File: config.mk
export PLATFORM = sky130hd
export DESIGN_NAME = pipe_mux_stage
export DESIGN_NICKNAME = d
export VERILOG_FILES = /design/src/rtl/pipe_mux_stage_pkg.sv /design/src/rtl/pipe_mux_stage_mux_n.sv /design/src/rtl/pipe_mux_stage.sv
export SDC_FILE = /design/constraint.sdc
export NUM_CORES = 1
export LEC_CHECK = 0
export ABC_AREA = 1
export CORE_ASPECT_RATIO = 0.75
export CORE_MARGIN = 5
export CORE_UTILIZATION = 60
export CTS_CLUSTER_SIZE = 16
export DETAILED_ROUTE_END_ITERATION = 12
export DONT_BUFFER_PORTS = 1
export HOLD_SLACK_MARGIN = 0.1
export PLACE_DENSITY = 0.83
export SYNTH_ARGS = -nofsm -noshare
export SYNTH_HDL_FRONTEND = slang
export SYNTH_SLANG_ARGS = --single-unit
export TNS_END_PERCENT = 50
File: constraint.sdc
create_clock -name clk -period 1.85 [get_ports clk]
set_clock_uncertainty 0.1 [all_clocks]
set_input_delay 0.37 -clock clk [delete_from_list [all_inputs] [get_ports clk]]
set_output_delay 0.37 -clock clk [all_outputs]
set_load 0.02 [all_outputs]
File: src/rtl/pipe_mux_stage_pkg.sv
// Shared processor definitions: default datapath width and the skid-stage
// state encoding used by pipe_mux_stage.
package pipe_mux_stage_pkg;

    localparam int XLEN = 32;

    // Bit 0 = main register valid, bit 1 = skid register valid.
    typedef logic [1:0] state_t;
    localparam state_t ST_EMPTY = 2'b00;
    localparam state_t ST_BUSY  = 2'b01;
    localparam state_t ST_FULL  = 2'b11;

endpackage

File: src/rtl/pipe_mux_stage_mux_n.sv
// Combinational N:1 selector with out-of-range detection; an out-of-range
// select yields all-zero data and err = 1.
module mux_n #(
    parameter int WIDTH = 32,
    parameter int N     = 4,
    localparam int SELW = $clog2(N)
) (
    input  logic [N*WIDTH-1:0] data,
    input  logic [SELW-1:0]    sel,
    output logic [WIDTH-1:0]   y,
    output logic               err
);

    always_comb begin
        y   = '0;
        err = 1'b1;
        for (int k = 0; k < N; k++) begin
            if (sel == SELW'(k)) begin
                y   = data[k*WIDTH +: WIDTH];
                err = 1'b0;
            end
        end
    end

endmodule

File: src/rtl/pipe_mux_stage.sv
// N:1 operand select launched through a two-entry skid buffer with
// registered in_ready, flush, and a saturating stall counter.
module pipe_mux_stage import pipe_mux_stage_pkg::*; #(
    parameter int WIDTH = XLEN,
    parameter int N     = 4,
    parameter int CNTW  = 8,
    localparam int SELW = $clog2(N)
) (
    input  logic               clk,
    input  logic               reset,
    input  logic               in_valid,
    output logic               in_ready,
    input  logic [N*WIDTH-1:0] in_data,
    input  logic [SELW-1:0]    in_sel,
    output logic               out_valid,
    input  logic               out_ready,
    output logic [WIDTH-1:0]   out_data,
    output logic               out_sel_err,
    input  logic               flush,
    output logic [CNTW-1:0]    stall_cnt
);

    state_t            st, st_nxt;
    logic [WIDTH-1:0]  sel_data;
    logic              sel_err;
    logic [WIDTH-1:0]  skid_data;
    logic              skid_err;
    logic              accept, xfer;
    logic              load_main, load_skid, main_from_skid;

    mux_n #(.WIDTH(WIDTH), .N(N)) u_mux (
        .data (in_data),
        .sel  (in_sel),
        .y    (sel_data),
        .err  (sel_err)
    );

    // Valid flags are the state bits themselves, so in_ready has no
    // combinational dependence on out_ready.
    assign out_valid = st[0];
    assign in_ready  = ~st[1];
    assign accept    = in_valid & in_ready;
    assign xfer      = out_valid & out_ready;

    always_ff @(posedge clk) begin
        if (reset) st <= ST_EMPTY;
        else       st <= st_nxt;
    end

    always_comb begin
        st_nxt = st;
        if (flush) begin
            st_nxt = ST_EMPTY;
        end else begin
            case (st)
                ST_EMPTY: if (accept) st_nxt = ST_BUSY;
                ST_BUSY: begin
                    if (accept && !xfer)      st_nxt = ST_FULL;
                    else if (!accept && xfer) st_nxt = ST_EMPTY;
                end
                ST_FULL:  if (xfer) st_nxt = ST_BUSY;
                default:  st_nxt = ST_EMPTY;
            endcase
        end
    end

    always_comb begin
        load_main      = 1'b0;
        load_skid      = 1'b0;
        main_from_skid = 1'b0;
        if (!flush) begin
            case (st)
                ST_EMPTY: load_main = accept;
                ST_BUSY: begin
                    load_main = accept & xfer;
                    load_skid = accept & ~xfer;
                end
                ST_FULL:  main_from_skid = xfer;
                default: ;
            endcase
        end
    end

    always_ff @(posedge clk) begin
        if (reset) begin
            out_data    <= '0;
            out_sel_err <= 1'b0;
            skid_data   <= '0;
            skid_err    <= 1'b0;
        end else begin
            if (load_main) begin
                out_data    <= sel_data;
                out_sel_err <= sel_err;
            end else if (main_from_skid) begin
                out_data    <= skid_data;
                out_sel_err <= skid_err;
            end
            if (load_skid) begin
                skid_data <= sel_data;
                skid_err  <= sel_err;
            end
        end
    end

    always_ff @(posedge clk) begin
        if (reset || flush || xfer)
            stall_cnt <= '0;
        else if (out_valid && !out_ready && stall_cnt != {CNTW{1'b1}})
            stall_cnt <= stall_cnt + 1'b1;
    end

endmodule
==> impl_metrics.ini <==
; generated from flow reports
[cells_and_area]
nMultiInputCombCells = 504
design.seq.count = 76
largest_cell_class = multi-input combinational cells
clockNetworkAreaShare_pct = 4.73
layout_top_cell = nand2_1
buf_share_pct = 4.27
largestRegisters = out_data x32, skid_data x32, stall_cnt x8
final_cell_area_um2 = 4570
fin_nets = 793
n_fill_cell = 613
syn_to_final_growth_pct = 8.07
final_layout_top_logic_cells = 191 x nand2_1, 74 x o21ai_0, 74 x dfxtp_1

[routing]
wl_per_cell_um = 16.4
drt-met1-wl_um = 4810
drt_iter0_markers = 228
remaining_drc_errors = 0
dr.max_layer_used = met4

[setup_path]
path_class = flip-flop to flip-flop
cpMostUsedCell = nand2_1
endpoint_kind = flip-flop
critPathSlowestCell = dfxtp_2
critPathLaunchType = flip-flop
arrival_ns = 1.89
cp.buffers_inverters = 3
crit_chain = buf_4 -> ha_1 -> nand2_1 -> nand2_1 -> nand2_2 -> buf_12 -> nand3_1 -> nand3_1 -> nand2_1 -> inv_1

[floorplan]
ioPinCount = 178
taps = 84
fp-utilization_pct = 62.0
die_y_um = 82.7
chipArea_um2 = 8850
core_um2 = 6830

[synth]
yosys_cells = 660
synth_area_per_cell_um2 = 6.41
synth-edff-count = 0
synth_cell_types = 24
ff_type = dfxtp_1
synthAdderAreaFrac_pct = 2.07
fp_nets = 802
logic_family = simple AND/OR/NAND/NOR gates
synth-warning-count = 0
ys_ff = 76
synth.most_common_cell = nand2_1

[timing]
slew_violations = 0
setup_slack_ns = 0.144
min_period_ns = 1.71
setup_viol = 0
max_freq_mhz = 586
fin_hold_ws_ns = 0.134

[clocking]
clockBufferDepth = 2
cts_root_buf = clkbuf_8
post_cts_buffers = 0
cts_max_level = 3
cts.sinks = 76
clkTransAtPathRegs_ns = 0.08

[global_route]
grt_pass1_vias = 4166
met2_usage_pct = 48.0
grt_overflow = 0
met1_usage_pct = 31.1
grt.busiest_layer = met2
grtUsageMet3_pct = 7.23
grt_max_degree = 55

[power_and_ir_drop]
power_density_nw_per_um2 = 826
power.leakage_uw = 0.00202
vdd_drop_max_mv = 0.554

[job]
timing.max_cap.violations = 0
openroad.warnings = 30

[run_status]
status = completed

[placement]
placed_cells = 722
io_buffer_count = 0
place_area_um2 = 4330
hpwlAfterDp_um = 8660
## where the power goes
part | leakage, uW | switching, uW | internal, uW | total (uW)
clock network | 0.000102 | 596 | 760 | 1360
registers | 0.000619 | 130 | 1720 | 1850
logic | 0.00130 | 364 | 210 | 575
## path summary, 6_finish.rpt
path	from	endpoint	slack [ns]	depth (start not counted)
max	st[0]$_SDFFE_PP0P_	out_data[8]$_SDFFE_PP0P_	0.14	10
min	in_data[120]	skid_data[24]$_SDFFE_PP0P_	0.13	2
max reg2reg	st[0]$_SDFFE_PP0P_	out_data[8]$_SDFFE_PP0P_	0.14	10
min reg2reg	skid_err$_SDFFE_PP0P_	skid_err$_SDFFE_PP0P_	0.35	2
### Signal wires by layer

Two of the layers only.
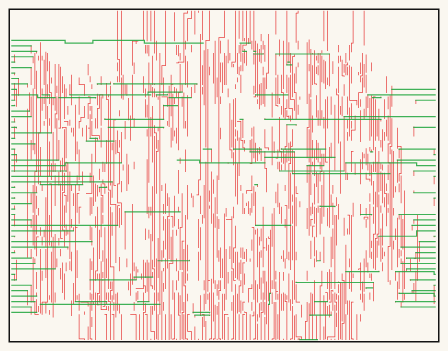
met2: marked red, wire length 6020 um. met3: marked green, wire length 1060 um.

### Met4 routing

Supply wires on this layer in grey.
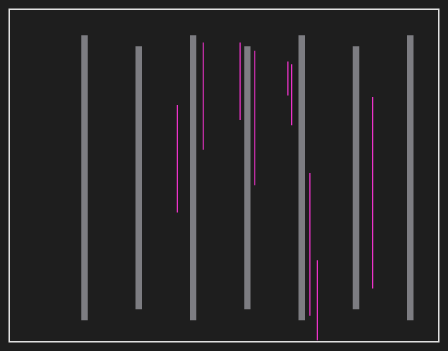
The layer carries 231 um of wire. 9 nets have wire on it. The longest straight run is 47.6 um.

### M1 wires

Supply wires on this layer in grey.
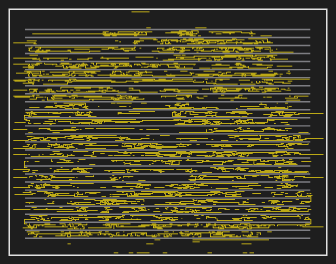
The wires run mostly horizontal. The layer holds 40% of the routed length.
vias: 4404
Routed WL: 12100 um

### Zoomed window

Bar = 10 um. Window x 38 to 68, y 26 to 56 um. Cells in grey, sequential cells in the stronger grey; small squares are vias.
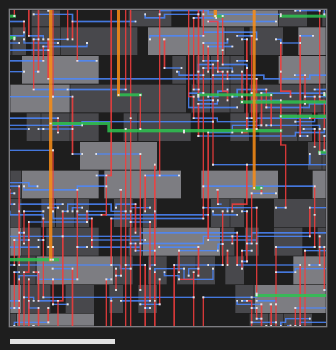
met1: marked blue. met4: marked orange. met2: marked red. met3: marked green.
Netlist names of flops here include out_data (7), skid_data (5). Sequential cells in the window: 12. 66 logic cells have their middle in the window. Most frequent: nand2_1 (14), dfxtp_1 (12), a21oi_1 (7).

### Clock nets

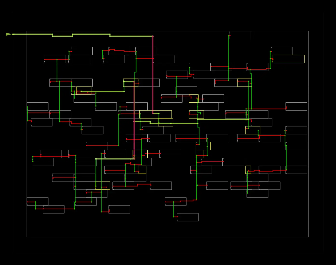
CTS buffer count: 9
clock latency on the worst-skew pair: 0.34 ns

Power and IR drop assume default switching activity.
